Fig. 1: run 1, cell sizes after repair
Scale bar: 20 um.
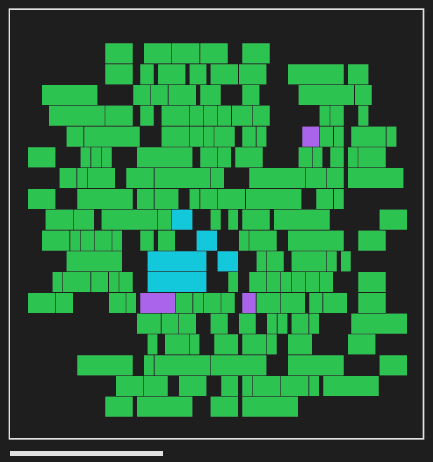
Fig. 2: run 1, clock wires, drivers and flops
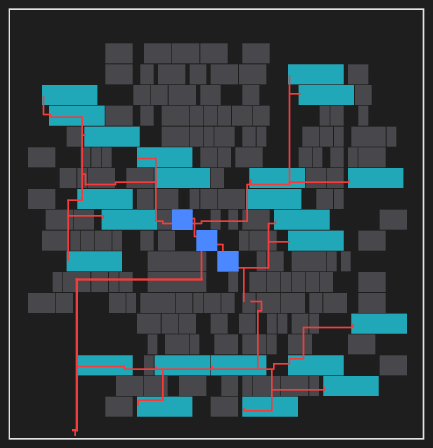
Fig. 3: run 1, routed metal per tile
The die is cut into 11 by 11 equal tiles; dark blue is low, red is high, scaled to the fullest tile. Values are wire area over tile area, all layers added.
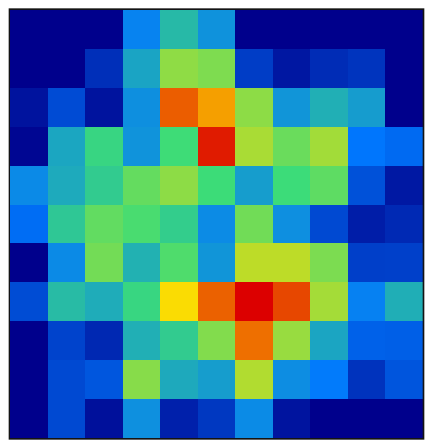
--- src/rtl/pc_sequencer.sv ---
// rtl/pc_sequencer.sv - PC update sequencer: fetch/data-wait/redirect-flush/halt control
// Steers the PC enable and next-PC source, inserts flush bubbles after redirects, counts stalls.
module pc_sequencer #(
    parameter int FLUSH_CYCLES = 1,
    parameter int CNT_W        = 16
) (
    input  logic             CLK,
    input  logic             nRST,
    input  logic             ihit,
    input  logic             dhit,
    input  logic             dREN,
    input  logic             dWEN,
    input  logic             halt,
    input  logic             stall,
    input  logic             jr,
    input  logic             jump,
    input  logic             br_taken,
    output logic             pc_en,
    output logic [1:0]       pcsrc,
    output logic             bubble,
    output logic             flush,
    output logic             halted,
    output logic [CNT_W-1:0] stall_count
);

    typedef enum logic [1:0] {
        S_RUN    = 2'd0,
        S_DWAIT  = 2'd1,
        S_REDIR  = 2'd2,
        S_HALTED = 2'd3
    } state_t;

    localparam logic [2:0] LP_FLUSH = 3'(FLUSH_CYCLES);

    state_t             r_state;
    state_t             w_next;
    logic [2:0]         r_fcnt;
    logic [2:0]         w_fcnt_next;
    logic               r_flush;
    logic               r_halted;
    logic [CNT_W-1:0]   r_stall_cnt;
    logic               w_stall_inc;

    always_comb begin
        w_next      = r_state;
        w_fcnt_next = r_fcnt;
        pc_en       = 1'b0;
        pcsrc       = 2'd3;
        bubble      = 1'b0;
        case (r_state)
            S_RUN: begin
                if (ihit) begin
                    if (halt) begin
                        w_next = S_HALTED;
                    end else if (dREN || dWEN) begin
                        w_next = S_DWAIT;
                    end else if (stall) begin
                        w_next = S_RUN;
                    end else if (jr || jump || br_taken) begin
                        pc_en       = 1'b1;
                        pcsrc       = jr ? 2'd0 : (jump ? 2'd1 : 2'd2);
                        w_next      = S_REDIR;
                        w_fcnt_next = LP_FLUSH;
                    end else begin
                        pc_en = 1'b1;
                    end
                end
            end
            S_DWAIT: begin
                if (dhit) begin
                    pc_en  = 1'b1;
                    w_next = S_RUN;
                end
            end
            S_REDIR: begin
                bubble      = 1'b1;
                pc_en       = ihit;
                w_fcnt_next = r_fcnt - 3'd1;
                // Counter holds the flush cycles still to run, including this one.
                if (r_fcnt <= 3'd1) begin
                    w_next = S_RUN;
                end
            end
            S_HALTED: begin
                w_next = S_HALTED;
            end
        endcase
        if (!nRST) begin
            pc_en       = 1'b0;
            pcsrc       = 2'd3;
            bubble      = 1'b0;
            w_next      = S_RUN;
            w_fcnt_next = 3'd0;
        end
    end

    assign w_stall_inc = nRST && !pc_en && ((r_state == S_RUN) || (r_state == S_DWAIT));

    always_ff @(posedge CLK) begin
        if (!nRST) begin
            r_state     <= S_RUN;
            r_fcnt      <= 3'd0;
            r_flush     <= 1'b0;
            r_halted    <= 1'b0;
            r_stall_cnt <= '0;
        end else begin
            r_state  <= w_next;
            r_fcnt   <= w_fcnt_next;
            r_flush  <= (w_next == S_REDIR);
            r_halted <= (w_next == S_HALTED);
            if (w_stall_inc && (r_stall_cnt != {CNT_W{1'b1}})) begin
                r_stall_cnt <= r_stall_cnt + {{(CNT_W-1){1'b0}}, 1'b1};
            end
        end
    end

    assign flush       = r_flush;
    assign halted      = r_halted;
    assign stall_count = r_stall_cnt;

endmodule

--- config.mk ---
export PLATFORM = sky130hd
export DESIGN_NAME = pc_sequencer
export DESIGN_NICKNAME = d
export VERILOG_FILES = /design/src/rtl/pc_sequencer.sv
export SDC_FILE = /design/constraint.sdc
export NUM_CORES = 1
export LEC_CHECK = 0
export CAP_MARGIN = 5
export CORE_AREA = 2 2 52 54
export CTS_CLUSTER_DIAMETER = 40
export DETAILED_ROUTE_END_ITERATION = 10
export DIE_AREA = 0 0 54 56
export GPL_ROUTABILITY_DRIVEN = 0
export PLACE_DENSITY = 0.81
export SETUP_SLACK_MARGIN = 0.05
export SLEW_MARGIN = 40
export SYNTH_ARGS = -nofsm -noshare
export SYNTH_HDL_FRONTEND = slang
export SYNTH_SLANG_ARGS = --single-unit
--- constraint.sdc ---
create_clock -name CLK -period 5.5 [get_ports CLK]
set_input_delay 1.1 -clock CLK [delete_from_list [all_inputs] [get_ports CLK]]
set_output_delay 1.1 -clock CLK [all_outputs]
set_load 0.005 [all_outputs]
==> results.yml, run 1 <==
# flow metrics
cts:
  clock_sinks: 23
  htreeDepth: 1
  clock_path_buffers: 2
  cts_tree: "built"
  clockRootBuffer: "clkbuf_4"
  cts_resized: 0
  cts_hold_buffers: 0
  clk_pin_slew_ns: 0.13
  post_cts_buffers: 0
  cts-buffers-inserted: 3
  insertion_delay_ns: 0.30
synth:
  syn_area_um2: 1191
  synth_cells: 143
  yosys_area_um2: 1191
  yosysTopAreaCellShare: 0.3866
  synthTopCellsByArea: "dfxtp_1 39%, xnor2_1 5.1%, nand2_1 5.0%"
  edf_count: 0
  numSynthFlops: 23
  ys_cells: 143
  avgSynthCellArea_um2: 8.330
  synthArstFlopShare: 0
  ys_types: 30
  ys_warn_count: 0
  synth_area_leader_cell: "dfxtp_1"
  ff_type: "dfxtp_1"
  common_cells: "23 x dfxtp_1, 16 x nand2_1, 14 x nor2_1"
  fp_nets: 156
  ys_seq_share: 0.3866
worst_setup_path:
  r2r_slack_ns: 3.36
  crit_type: "primary input to output pin"
  reg2regPathDepth: 5
  end_kind: "output pin"
  regToRegEndpoint: "stall_count[15]$_SDFFE_PN0P_"
  crit_fanout: 4
  arrival_ns: 2.99
  r2r_start: "r_state[0]$_SDFF_PN0_"
  worstPathRequired_ns: 4.40
floorplan:
  design.die.area_um2: 3024
  io-pin-count: 33
  fp-utilization: 0.4897
  die_h_um: 56
  core_area_um2: 2432
  num_rows: 18
  fp.dieW_um: 54
global_route:
  grt_pass1_vias: 923
  overflow: 0
  grt_max_degree: 17
  grt_first_pass_wirelength_um: 4209
  antenna_found_initial: 0
  track_usage: 0.1810
placement:
  place_ws_ns: 1.424
  dp_hpwl_um: 2031
  placedCellCount: 201
  dpl_cell_area_um2: 1526
  io_buffers: 32
run_status:
  status: "completed"
pwr:
  vdd_ir_drop_max_mv: 0.1261
  p_leak_nw: 0.5822
  power_w: 0.0002978
  p_per_area_nw_per_um2: 191.6
layout:
  lay_top_cells: "32 x clkdlybuf4s50_1, 23 x dfxtp_1, 16 x nand2_1"
  fillCellCount: 208
  final_util: 0.6389
  area_growth_pct: 30.46
  logic_area_um2: 681.9
  nets: 189
  drive_above_1_share: 0.04571
  flop_area_um2: 460.4
  final_cell_area_um2: 1554
  layout.cells.most_common: "clkdlybuf4s50_1"
  final_cells: 205
sta:
  slew_headroom: 0.5963
  max_freq_mhz: 244.7
  skew_ns: 0.002190
  min_period_ns: 4.087
  fin_setup_tns_ns: 0
  min_period_over_period: 0.7430
  hold_slack_ns: 0.4980
  worst_pin_slew_ns: 0.6001
  worst_slack_ns: 1.413
  rsz0062_at_grt: "false"
  drv_slew: 0
  finalSetupViolations: 0
  finalHoldViolCount: 0
drt:
  ant_nets: 0
  firstDrtPassIters: 4
  vias: 1133
  post_drt_via_cell_ratio: 5.527
  routed_wl_um: 2660
  drt-initial-drc-count: 22
  wire_per_inst_um: 12.98
  drc: 0
hold_path:
  worstHoldStart: "r_fcnt[0]$_SDFFE_PN0P_"
  whs_path_depth: 2
  hp-class: "flop to flop"
  hold_end: "r_fcnt[0]$_SDFFE_PN0P_"
run:
  cap_violations: 0
  log.warning_count: 26
About Fig. 1:
- cyan: _3 and _4 cells (cells 5; share 2.9%)
- purple: _2 cells (cells 3; share 1.7%)
- green: _0 and _1 cells (cells 167; share 95%)

About Fig. 2:
- cyan: flip-flops (count 23)
- red: clock wires (length 252 um)
- blue: clock drivers (count 3)
- flops lie: spread over the die
- routed clock nets: 4

About Fig. 3:
- nearly empty tiles: 17%
- fullest tile: 0.44
- mean over tiles: 0.14
- emptiest ninth of the die: top left
- tiles over half the peak: 26%

-- run 1: critical path, cell delays in order --
cell and delay (ns):
clkdlybuf4s50_1 0.45, nor4_1 0.58, o21ai_0 0.16, a21oi_1 0.17, clkdlybuf4s50_1 0.52
-- run 1: how the worst max path moves through the flow --
stage               endpoint  start
floorplan           pcsrc[0]   dWEN
global placement       pc_en   nRST
detailed placement     pc_en   dWEN
CTS                    pc_en   dWEN
global route           pc_en   dWEN
finish                 pc_en   dWEN
-- run 1: cell type report --
type,instances,area share
multi-input combinational,109,0.4388
sequential,23,0.2963
timing repair buffer,32,0.2061
tap,30,0.02415
inverter,7,0.01691
clock buffer,3,0.01449
clock inverter,1,0.003221
-- run 1: report_power, final --
group | switching (W) | leakage [nW] | total [W] | internal [W]
clock | 0.0000500 | 0.0177 | 0.0000770 | 0.0000271
combinational | 0.0000202 | 0.378 | 0.0000424 | 0.0000222
sequential | 0.00000643 | 0.186 | 0.000178 | 0.000172
total | 0.0000765 | 0.582 | 0.000298 | 0.000221
-- run 1: kinds of logic after synthesis --
family	share of synthesized area
AND/OR/NAND/NOR	0.3435
buffers and inverters	0.04097
XOR/XNOR	0.05147
flip-flops	0.3866
multiplexers	0.04202
AND-OR/OR-AND	0.1145
adder cells (fa/ha/maj)	0.02101
-- run 1: metal layers --
layer	routed length, um	track usage	vias up	part of all wire
li1	-	-	577	-
met5	0	0	-	0
met4	40	0.05357	0	0.015
met3	118	0.02957	4	0.044
met2	1270	0.2805	33	0.48
met1	1230	0.2533	519	0.46
-- run 1: registers in the layout (all words and copies together), names as in the netlist --
name and count:
halted 1, flush 1, stall_count 16, r_state 2, r_fcnt 3
==> inputs of run 2 (changes only) <==
--- a/config.mk
+++ b/config.mk
@@ -6,12 +6,12 @@
 export NUM_CORES = 1
 export LEC_CHECK = 0
 export CAP_MARGIN = 5
-export CORE_AREA = 2 2 52 54
+export CORE_AREA = 2 2 54 56
 export CTS_CLUSTER_DIAMETER = 40
 export DETAILED_ROUTE_END_ITERATION = 10
-export DIE_AREA = 0 0 54 56
+export DIE_AREA = 0 0 56 58
 export GPL_ROUTABILITY_DRIVEN = 0
-export PLACE_DENSITY = 0.81
+export PLACE_DENSITY = 0.76
 export SETUP_SLACK_MARGIN = 0.05
 export SLEW_MARGIN = 40
 export SYNTH_ARGS = -nofsm -noshare
==> constraint.sdc (replaced) <==
create_clock -name CLK -period 3.96 [get_ports CLK]
set_input_delay 0.792 -clock CLK [delete_from_list [all_inputs] [get_ports CLK]]
set_output_delay 0.792 -clock CLK [all_outputs]
set_load 0.005 [all_outputs]
Fig. 4: run 2, clock wires, drivers and flops
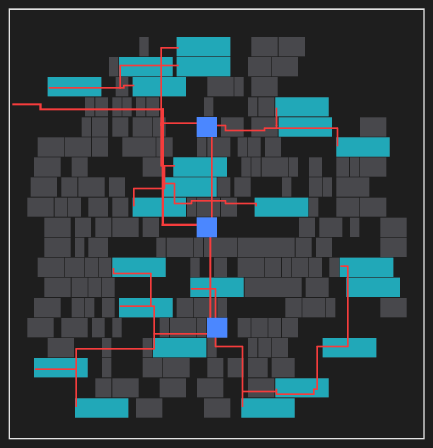
clk_skew: 0.005715 ns
Clock Latency Late Sink: 0.31 ns
clock share of power: 0.262
P_clk: 0.000109 W

==> results.yml, run 2 <==
# flow metrics
cts:
  cts-buffers-inserted: 3
  clockRootBuffer: "clkbuf_4"
  clk_pin_slew_ns: 0.12
  clock_sinks: 23
  cts_tree: "built"
  cts_resized: 0
  clock_path_buffers: 2
  cts_hold_buffers: 0
  post_cts_buffers: 0
  htreeDepth: 1
worst_setup_path:
  reg2regPathDepth: 5
  end_kind: "output pin"
  critPathMaxStageDelay_ns: 0.56
  startpoint_type: "primary input"
  r2r_slack_ns: 1.80
  arrival_ns: 2.63
  slowest_stage: "nor4_1"
  regToRegEndpoint: "stall_count[15]$_SDFFE_PN0P_"
  worstPathRequired_ns: 3.17
  r2r_start: "r_state[0]$_SDFF_PN0_"
  crit_type: "primary input to output pin"
  cp_common_cell: "clkdlybuf4s50_1"
  crit_fanout: 4
  crit_chain: "clkdlybuf4s50_1 > nor4_1 > o21ai_0 > a21oi_1 > clkdlybuf4s50_1"
pwr:
  power_frac_seq: 0.597
  p_sw_frac: 0.2541
  p_comb_frac: 0.142
  maxPowerGroup: "registers"
  switchingPower_w: 0.0001055
  pg_comb_w: 0.0000588
  internal_power_w: 0.0003096
  p_per_area_nw_per_um2: 265.8
  powerSeq_w: 0.000248
  p_leak_nw: 0.5843
  vdd_ir_drop_max_mv: 0.1646
synth:
  ff_type: "dfxtp_1"
  avgSynthCellArea_um2: 8.330
  ys_cells: 143
  fp_nets: 156
  edf_count: 0
  synthArstFlopShare: 0
  ys_types: 30
  common_cells: "23 x dfxtp_1, 16 x nand2_1, 14 x nor2_1"
  syn_area_um2: 1191
  top_cell: "dfxtp_1"
  numSynthFlops: 23
  ys_warn_count: 0
  synth_area_leader_cell: "dfxtp_1"
  ys_seq_share: 0.3866
  synth_cells: 143
  yosys_area_um2: 1191
  yosysTopAreaCellShare: 0.3866
  synthTopCellsByArea: "dfxtp_1 39%, xnor2_1 5.1%, nand2_1 5.0%"
floorplan:
  core_area_um2: 2663
  num_rows: 19
  die_h_um: 58
  fp.dieW_um: 56
  fp-utilization: 0.4474
  design.die.area_um2: 3248
  io-pin-count: 33
global_route:
  gr-usage-met3: 0.02009
  grt_max_degree: 17
  busiest_layer: "met2"
  grt_pass1_vias: 1103
  grtUsageMet1: 0.2184
  overflow: 0
  antenna_found_initial: 0
  grt_use_met2: 0.3126
  grt_first_pass_wirelength_um: 4636
sta:
  drv_slew: 0
  worst_pin_slew_ns: 0.6018
  hold_slack_ns: 0.4900
  slew_headroom: 0.5951
  fin_setup_tns_ns: 0
  min_period_ns: 3.422
  rsz0062_at_grt: "false"
  min_period_over_period: 0.8642
  finalHoldViolCount: 0
  max_freq_mhz: 292.2
  finalSetupViolations: 0
layout:
  final_cells: 207
  n_antenna_cell: 0
  area_growth_pct: 31.09
  lay_top_cells: "32 x clkdlybuf4s50_1, 23 x dfxtp_1, 16 x nand2_1"
  drive_above_1_share: 0.04545
  largest_reg_flops: 16
  nets: 190
  layout.cells.most_common: "clkdlybuf4s50_1"
  final_cell_area_um2: 1562
run:
  log.warning_count: 26
  cap_violations: 0
placement:
  dpl_cell_area_um2: 1535
  io_buffers: 32
  dp_hpwl_um: 1944
  placedCellCount: 203
drt:
  post_drt_via_cell_ratio: 5.565
  firstDrtPassIters: 6
  drc: 0
  drt-initial-drc-count: 9
  ant_nets: 0
hold_path:
  worstHoldStart: "r_fcnt[0]$_SDFFE_PN0P_"
  whs_path_depth: 2
  hp-class: "flop to flop"
  hold_end: "r_fcnt[0]$_SDFFE_PN0P_"
run_status:
  status: "completed"
Fig. 5: run 2, routed metal per tile
The die is cut into 11 by 12 equal tiles; dark blue is low, red is high, scaled to the fullest tile. Values are wire area over tile area, all layers added.
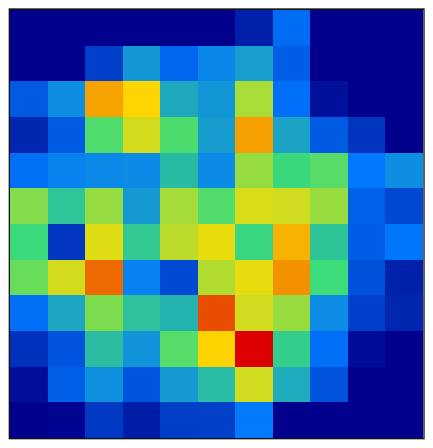
- emptiest ninth of the die: top right
- densest ninth of the die: middle
- fullest tile: 0.40
via count: 1152
total track usage: 0.1765
routed wire length: 2611 um
Wirelength per Cell: 12.61 um

## run 2: area by class of cell
cell class	count	area [um2]
flip-flops and latches	23	460.4
multi-input cells	109	681.9
fillers	247	1101
repair buffers	33	327.8
clock buffers	4	26.28
well taps	31	38.79
inverters	7	26.28
## run 2: worst max-delay path by stage
stage / startpoint / endpoint / slack (ns) / depth (start not counted)
finish: dWEN / pc_en / 0.54 / 5
global route: dWEN / pc_en / 0.42 / 5
CTS: dWEN / pc_en / 0.56 / 5
detailed placement: dWEN / pc_en / 0.58 / 5
global placement: dWEN / pc_en / 0.62 / 5
floorplan: dWEN / pcsrc[0] / 1.65 / 3
## run 2: logic make-up (layout without fill, tap and decap cells)
group                    after synthesis  in the layout  share of synthesized area
multiplexers                           5              5                    0.04202
AND/OR/NAND/NOR                       72             72                     0.3435
XOR/XNOR                               7              7                    0.05147
adder cells (fa/ha/maj)                2              2                    0.02101
buffers and inverters                 11             44                    0.04097
flip-flops                            23             23                     0.3866
AND-OR/OR-AND                         23             23                     0.1145
## run 2: critical path, delay by kind of cell
family / cells / cell delay, ns
AND/OR/NAND/NOR: 1 / 0.56
AND-OR/OR-AND: 2 / 0.32
buffers and inverters: 2 / 0.96
## run 2: metrics by stage
stage / worst slack, ns / util / power [W]
floorplan: 1.651 / - / 0.0002848
finish: 0.5379 / 0.5865 / 0.0004151
detailed placement: 0.5794 / 0.5766 / 0.0003118
global placement: 0.6225 / 0.5766 / 0.0003094
CTS: 0.5553 / 0.5865 / 0.0004183
global route: 0.4170 / 0.5865 / 0.0004388
## run 2: per-layer routing
layer / part of all wire / vias up
li1: - / 575
met1: 0.45 / 544
met2: 0.50 / 27
met3: 0.035 / 6
met4: 0.018 / 0
met5: 0 / -
Power figures rest on the tool's default switching activity, not on a simulated workload.
